### src/rtl/aes_round_sched.sv
// AES round scheduler: sequences AddRoundKey / SubShift / MixColumn phase
// enables for one block, with stale-done filtering, a one-cycle gap between
// phases, a per-phase timeout and abort handling.
module aes_round_sched #(
  parameter int NR      = 10,
  parameter int TIMEOUT = 255
) (
  input  logic       clk,
  input  logic       rst,
  input  logic       start,
  input  logic       abort,
  input  logic       add_done,
  input  logic       ss_done,
  input  logic       mc_done,
  output logic       add_en,
  output logic       ss_en,
  output logic       mc_en,
  output logic [1:0] src_sel,
  output logic [3:0] key_round,
  output logic       busy,
  output logic       done,
  output logic       err
);

  typedef enum logic [3:0] {
    IDLE, ARK0, SS, MC, ARK, ARKF, GAP, FIN, ERR
  } state_t;

  localparam logic [1:0] SRC_PT = 2'b00;
  localparam logic [1:0] SRC_MC = 2'b01;
  localparam logic [1:0] SRC_SS = 2'b10;
  localparam logic [8:0] TMO    = 9'(TIMEOUT);

  state_t      state_q, state_d;
  state_t      nxt_q, nxt_d;
  logic [7:0]  cnt_q, cnt_d;
  logic [3:0]  kr_q, kr_d;
  logic [1:0]  src_q, src_d;
  logic        add_en_q, add_en_d;
  logic        ss_en_q, ss_en_d;
  logic        mc_en_q, mc_en_d;
  logic        busy_q, busy_d;
  logic        done_q, done_d;
  logic        err_q, err_d;

  logic        ph_act;
  logic        ph_done;
  logic        done_ok;
  logic        tmo;

  // Select the completion flag of the phase currently enabled; a done seen in
  // the first enable cycle (counter still 0) is treated as stale.
  always_comb begin
    ph_act  = 1'b0;
    ph_done = 1'b0;
    case (state_q)
      ARK0, ARK, ARKF: begin ph_act = 1'b1; ph_done = add_done; end
      SS:              begin ph_act = 1'b1; ph_done = ss_done;  end
      MC:              begin ph_act = 1'b1; ph_done = mc_done;  end
      default:         ;
    endcase
    done_ok = ph_act && (cnt_q != 8'd0) && ph_done;
    tmo     = ph_act && (({1'b0, cnt_q} + 9'd1) == TMO);
  end

  // Next-state, round bookkeeping and registered output decode.
  always_comb begin
    state_d = state_q;
    nxt_d   = nxt_q;
    cnt_d   = 8'd0;
    kr_d    = kr_q;
    src_d   = src_q;
    case (state_q)
      IDLE: begin
        if (start && !abort) begin
          state_d = ARK0;
          kr_d    = 4'd0;
          src_d   = SRC_PT;
        end
      end
      ARK0, SS, MC, ARK, ARKF: begin
        if (done_ok) begin
          state_d = GAP;
          case (state_q)
            ARK0: begin nxt_d = SS; kr_d = kr_q + 4'd1; end
            ARK:  begin nxt_d = SS; kr_d = kr_q + 4'd1; end
            SS: begin
              if (int'(kr_q) < NR) begin
                nxt_d = MC;
              end else begin
                nxt_d = ARKF;
                src_d = SRC_SS;
              end
            end
            MC:      begin nxt_d = ARK; src_d = SRC_MC; end
            default: nxt_d = FIN;
          endcase
        end else if (tmo) begin
          state_d = ERR;
        end else begin
          cnt_d = cnt_q + 8'd1;
        end
      end
      GAP:     state_d = nxt_q;
      FIN:     state_d = IDLE;
      ERR:     state_d = ERR;
      default: state_d = IDLE;
    endcase

    // Abort cancels any activity but leaves the round index visible.
    if (abort && (state_q != IDLE)) begin
      state_d = IDLE;
      kr_d    = kr_q;
      src_d   = src_q;
      cnt_d   = 8'd0;
    end

    add_en_d = (state_d == ARK0) || (state_d == ARK) || (state_d == ARKF);
    ss_en_d  = (state_d == SS);
    mc_en_d  = (state_d == MC);
    busy_d   = !((state_d == IDLE) || (state_d == FIN) || (state_d == ERR));
    done_d   = (state_d == FIN);
    err_d    = (state_d == ERR);
  end

  // State and output registers with synchronous active-low reset.
  always_ff @(posedge clk) begin
    if (!rst) begin
      state_q  <= IDLE;
      nxt_q    <= IDLE;
      cnt_q    <= 8'd0;
      kr_q     <= 4'd0;
      src_q    <= SRC_PT;
      add_en_q <= 1'b0;
      ss_en_q  <= 1'b0;
      mc_en_q  <= 1'b0;
      busy_q   <= 1'b0;
      done_q   <= 1'b0;
      err_q    <= 1'b0;
    end else begin
      state_q  <= state_d;
      nxt_q    <= nxt_d;
      cnt_q    <= cnt_d;
      kr_q     <= kr_d;
      src_q    <= src_d;
      add_en_q <= add_en_d;
      ss_en_q  <= ss_en_d;
      mc_en_q  <= mc_en_d;
      busy_q   <= busy_d;
      done_q   <= done_d;
      err_q    <= err_d;
    end
  end

  assign add_en    = add_en_q;
  assign ss_en     = ss_en_q;
  assign mc_en     = mc_en_q;
  assign src_sel   = src_q;
  assign key_round = kr_q;
  assign busy      = busy_q;
  assign done      = done_q;
  assign err       = err_q;

endmodule

### config.mk
export PLATFORM = sky130hd
export DESIGN_NAME = aes_round_sched
export DESIGN_NICKNAME = d
export VERILOG_FILES = /design/src/rtl/aes_round_sched.sv
export SDC_FILE = /design/constraint.sdc
export NUM_CORES = 1
export LEC_CHECK = 0
export CAP_MARGIN = 10
export CORE_MARGIN = 2
export CORE_UTILIZATION = 50
export DETAILED_ROUTE_END_ITERATION = 8
export HOLD_SLACK_MARGIN = 0.12
export PLACE_DENSITY = 0.79
export SLEW_MARGIN = 20
export SYNTH_ARGS = -nofsm -noshare
export SYNTH_HDL_FRONTEND = slang
export SYNTH_SLANG_ARGS = --single-unit
### constraint.sdc
create_clock -name clk -period 5.9 [get_ports clk]
set_clock_uncertainty 0.1 [all_clocks]
set_input_delay 1.18 -clock clk [delete_from_list [all_inputs] [get_ports clk]]
set_output_delay 1.18 -clock clk [all_outputs]
set_load 0.05 [all_outputs]
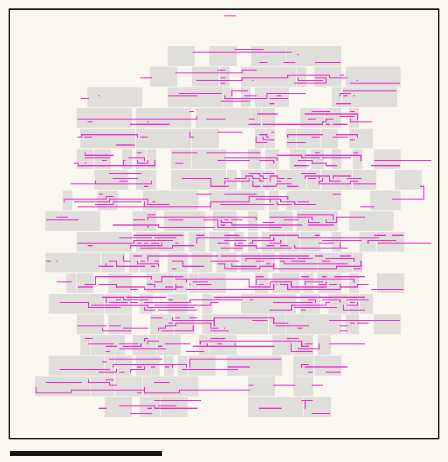
Run 1: signal wires on met1
Scale bar: 20 um.
- wire length on this layer: 1290 um
- longest straight run: 19.8 um
- nets with wire on the layer: 160
vias: 1113
Global Route met1 Usage: 24.7%
final WL: 2640 um

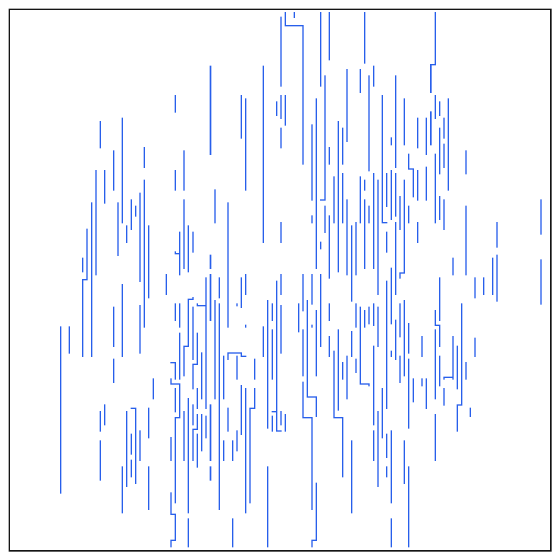
Run 1: M2 wires
- nets with wire on the layer: 149
- longest straight run: 21.4 um
- share of all routed wire: 47%
- wire length on this layer: 1230 um
- main direction: vertical
met2 Use GR: 29.1%

==> CHANGELOG.md, run 1 <==
## Implementation

* Status: finished clean
* Hold Crit Class: reg -> reg
* Synth Area per Inst at 9.14 um^2
* Cts hold-fix bufs at 0
* Final setup margin at 2.59 ns
* Die width at 56.4 um
* Most numerous logic cells after layout: 27 x dfxtp_1, 26 x nor2_1, 18 x clkdlybuf4s50_1
* XORs/XNORs by Area at 6.39%
* Final period util at 56.1%
* Site Rows at 18
* F_max at 302 MHz
* Clk_lat worst skew at 0.32 ns
* Utilization after layout at 61.8%
* Async SR Flop Fraction at 0%
* Synth area leaders: dfxtp_1 39%, nor2_1 7.1%, xor2_1 3.8%, ha_1 3.6%, xnor2_1 2.6%
* Final Wtd Congestion at 0.875
* Ports at 19
* Cell area after synthesis at 1370 um^2
* Synth mux share at 3.01%
* Pwr Density at 189 nW/um^2
* Place WS at 2.26 ns
* HPWL after DPL at 1980 um
* Final hold viol count at 0
* Top cell excl fill/tap: dfxtp_1
* Final Power at 0.296 mW
* Peak supply drop at 130 uV
* Leakage at 0.553 nW
* EDFF count, synth at 0
* Die height at 56.4 um
* Wire per inst at 13.5 um
* Initial core utilization at 53.9%
* Max clock buf depth at 2
* Register area share after synthesis at 39.4%
* Setup Buffers After CTS at 0
* Mapped Nets at 161
* Netlist cell types at 50
* Drt pass-1 iters at 4
* Initial antenna violation count at 0
* Placed Area at 1540 um^2
* WP data required at 6.07 ns
* Worst-margin pin slew at 1.04 ns
* Chip area at 3180 um^2
* Setup-failing EPs final at 0
* ANT nets after route at 0
* Unrepaired setup endpoints after global routing: false
* Global-route usage over all layers at 18.0%
* Simple share at 25.9%
* Headroom to the max-slew limit at 30.7%
* Number of global-route vias before repair at 1036
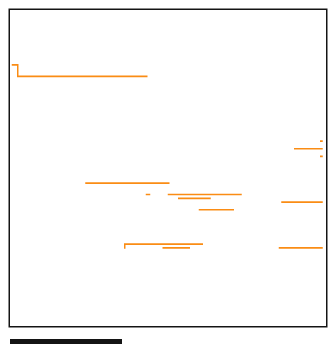
Run 1: M3 wires
Scale bar: 20 um.
- main direction: horizontal
- wire length on this layer: 104 um
- share of all routed wire: 4.0%
grt met3 use: 2.76%

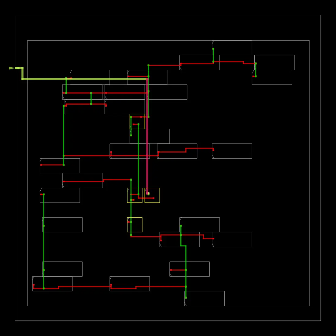
Run 1: clock wiring as the flow saved it
clock-net power: 0.0807 mW
Layout clock buffers: 3

## run 1: sequential cells by signal, summed over array words and instances, names as in the netlist, 2 cells and up
name       flops
state_q        4
cnt_q          8
key_round      4
nxt_q          3
src_sel        2
## run 1: synth_stat cells (all sizes together), types with 2 or more instances
cell	instances
dfxtp	27
nor2	26
nand2	8
xor2	6
a211oi	4
a21oi	4
buf	4
ha	4
inv	4
nand3	4
nor3	4
nor3b	4
o21ai	4
xnor2	4
a21boi	3
clkbuf	3
mux2i	3
o21a	3
a221o	2
and2	2
and3	2
nand2b	2
nand3b	2
nand4b	2
nor2b	2
or3	2
## run 1: power breakdown
group	switching, mW	internal, mW
registers	0.00268	0.184
clock network	0.0549	0.0259
logic	0.0158	0.0126
## run 1: worst max-delay path, stage by stage
cell	delay [ns]
clkdlybuf4s50_1	0.45
mux2_2	0.14
a32oi_2	0.05
a311oi_2	0.90
a221o_1	0.28
or3b_1	0.38
nor2_1	0.09
## run 1: layout make-up
class                           instances  area [um^2]  share of cell area (%)
Timing Repair Buffer                   18          180                    11.5
Tap cell                               30         37.5                    2.39
Sequential cell                        27          541                    34.4
Clock inverter                          1         7.51                   0.478
Multi-Input combinational cell        112          768                    48.9
Inverter                                4         15.0                   0.955
Clock buffer                            3         22.5                    1.43
## run 1: final timing paths
check	slack [ns]	cells past startpoint	from	end
max reg2reg	2.93	6	state_q[1]	done
max	2.59	7	mc_done	done
min	0.39	2	src_sel[0]	src_sel[0]
min reg2reg	0.39	2	src_sel[0]	src_sel[0]
## run 1: routing by layer
layer  up-vias  global-route usage (%)  routed length (um)
met5         -                       0                   0
met4         0                    5.78                  21
met3         2                    2.76                 104
met2        21                    29.1                1230
met1       526                    24.7                1290
li1        564                       -                   -
==> inputs of run 2 (changes only) <==
Settings changed: CORE_UTILIZATION 50 to 48.
Clock period 5.9 ns to 2.9 ns, I/O delays scaled along.
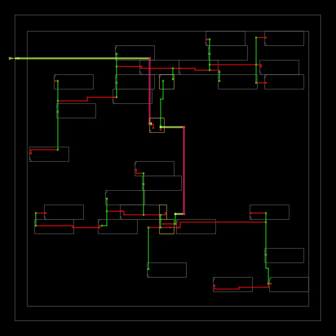
Run 2: clock wiring as the flow saved it
Clock Sink Count: 27
Flops: 27
CTS Buf Count: 3

==> run 2 against run 1 <==
Against the previous run: via count is 3.2% lower; setup slack worse by 2.2 ns; global-route usage is 1.7 points lower; sequential cell count stayed put; critical endpoint is now busy; highest routed layer unchanged.
==> CHANGELOG.md, run 2 <==
## Implementation

* F_max at 392 MHz
* Worst Min Path Start: cnt_q[0]
* CTS Root Cell: clkbuf_4
* Hold Path Stages at 1 (-1)
* Status: finished clean
* DR WL met2 at 1190 um (-3.0%)
* Site Rows at 19 (+1)
* CP Launch Type: register
* Biggest register: cnt_q
* Top delay family on crit path: AND-OR/OR-AND gates
* Most numerous logic cells after layout: 27 x dfxtp_1, 26 x nor2_1, 18 x clkdlybuf4s50_1
* Pint at 0.455 mW (+100%)
* Cts hold-fix bufs at 0 (unchanged)
* Most Crowded Layer GR: met2
* NetSw at 0.140 mW (+90%)
* Worst Path Buf+Inv at 0 (-1)
* Async SR Flop Fraction at 0% (unchanged)
* Peak supply drop at 282 uV (+120%)
* Final Wtd Congestion at 0.784 (-10%)
* Synth top cells by count: 27 x dfxtp_1, 26 x nor2_1, 8 x nand2_1
* Clk_lat worst skew at 0.32 ns (about the same)
* Seq pwr share at 64.0% (+0.8 points)
* Critical path origin: cnt_q[1]
* Final period util at 88.1%
* Most common cell in the netlist: dfxtp_1
* Switch share at 23.5% (-1.3 points)
* Register area share after synthesis at 39.4% (unchanged)
* R2r worst-path depth at 7 (+1)
* Setup-failing EPs final at 0 (unchanged)
* Global Route met1 Usage at 21.5% (-3.2 points)
* FF-to-FF End: busy
* Wire per inst at 12.9 um (-4.7%)
* Top cell excl fill/tap: dfxtp_1
* Final Power at 0.594 mW (+100%)
* Cell depth of the worst setup path at 7 (unchanged)
* Met2 Use GR at 26.3% (-2.8 points)
* WP data required at 3.05 ns (-3.02 ns)
* Drt pass-1 iters at 4 (unchanged)
* Hold Crit Class: reg -> reg
* Final setup margin at 0.346 ns (-2.24 ns)
* Reg-to-reg slack, setup at 0.35 ns (-2.58 ns)
* Netlist cell types at 50 (unchanged)
* Unrepaired setup endpoints after global routing: false
* Max clock buf depth at 2 (unchanged)
* Setup Buffers After CTS at 0 (unchanged)
* FF-to-FF Start: cnt_q[1]
* Grt met3 use at 2.72% (-0.044 points)
* Slowest Stage Delay on Critical Path at 0.49 ns (-0.41 ns)
* Number of global-route vias before repair at 1008 (-2.7%)
* Clock power frac at 26.4% (-0.8 points)
* Die width at 57.5 um (+1.9%)
* Metal3 WL at 76 um (-27%)
* Final hold viol count at 0 (unchanged)
* EDFF count, synth at 0 (unchanged)
* CP cell instances: ha_1, nand3_1, or3_4, a2111o_1, a221oi_2, nor3b_1, a211oi_2
* Synth area leaders: dfxtp_1 39%, nor2_1 7.1%, xor2_1 3.8%, ha_1 3.6%, xnor2_1 2.6%
* Synth Area per Inst at 9.14 um^2 (unchanged)
* Total gr overflow at 0
* Ports at 19 (unchanged)
* Initial core utilization at 50.2% (-3.7 points)
* Leakage at 0.565 nW (+2.2%)
* Headroom to the max-slew limit at 58.1% (+27 points)
* Chip area at 3300 um^2 (+3.9%)
* Pwr Density at 375 nW/um^2 (+99%)
* Hold Path Sink: cnt_q[0]
* Global-route usage over all layers at 16.3% (-1.7 points)
* HPWL after DPL at 1930 um (-2.4%)
* Initial antenna violation count at 0 (unchanged)
* Vias at 1077 (-3.2%)
* CP endpoint: busy
==> run 2: cell counts after synthesis <==
Identical to the previous run, type by type.
==> run 2: logic make-up (layout without fill, tap and decap cells) <==
logic type      Yosys count  in the layout  synth area share (%)
compound gates           28             28                  17.1
simple gates             66             66                  25.9
mux                       4              4                  3.01
buf+inv                  11             28                  4.56
flops                    27             27                  39.4
xor+xnor                 10             10                  6.39
fa+ha+maj                 4              4                  3.65
==> run 2: power by group through the flow <==
stage	clock [mW]	sequential, mW	combinational, mW
6_report	0.157	0.381	0.0572
3_5_place_dp	0	0.389	0.0572
4_1_cts	0.162	0.381	0.0575
2_1_floorplan	0	0.394	0.0348
5_1_grt	0.173	0.382	0.0618
3_3_place_gp	0	0.389	0.0566
==> run 2: layout make-up <==
type / count / area, um^2 / share of cell area, %
flip-flops and latches: 27 / 541 / 34.1
inverters: 4 / 15.0 / 0.948
clock buffers: 4 / 26.3 / 1.66
multi-input cells: 112 / 768 / 48.5
well taps: 31 / 38.8 / 2.45
repair buffers: 20 / 195 / 12.3
==> run 2: per-stage QoR <==
step | instance area [um^2] | util (%) | instances | hold slack (ns)
3_3_place_gp | 1560 | 57.0 | 194 | 0.346
2_1_floorplan | 1370 | - | 150 | 0.330
6_report | 1580 | 57.9 | 198 | 0.383
3_5_place_dp | 1560 | 57.0 | 194 | 0.361
4_1_cts | 1580 | 57.9 | 198 | 0.393
5_1_grt | 1580 | 57.9 | 198 | 0.415
==> run 2: worst reg2reg max path, delay by kind of cell, from the launching register on <==
| family | cells | cell delay (ns) |
|---|---|---|
| flip-flops | 1 | 0.40 |
| adder cells (fa/ha/maj) | 1 | 0.20 |
| AND-OR/OR-AND | 3 | 1.17 |
| AND/OR/NAND/NOR | 3 | 0.60 |
Power is estimated from default activity; no workload was simulated.
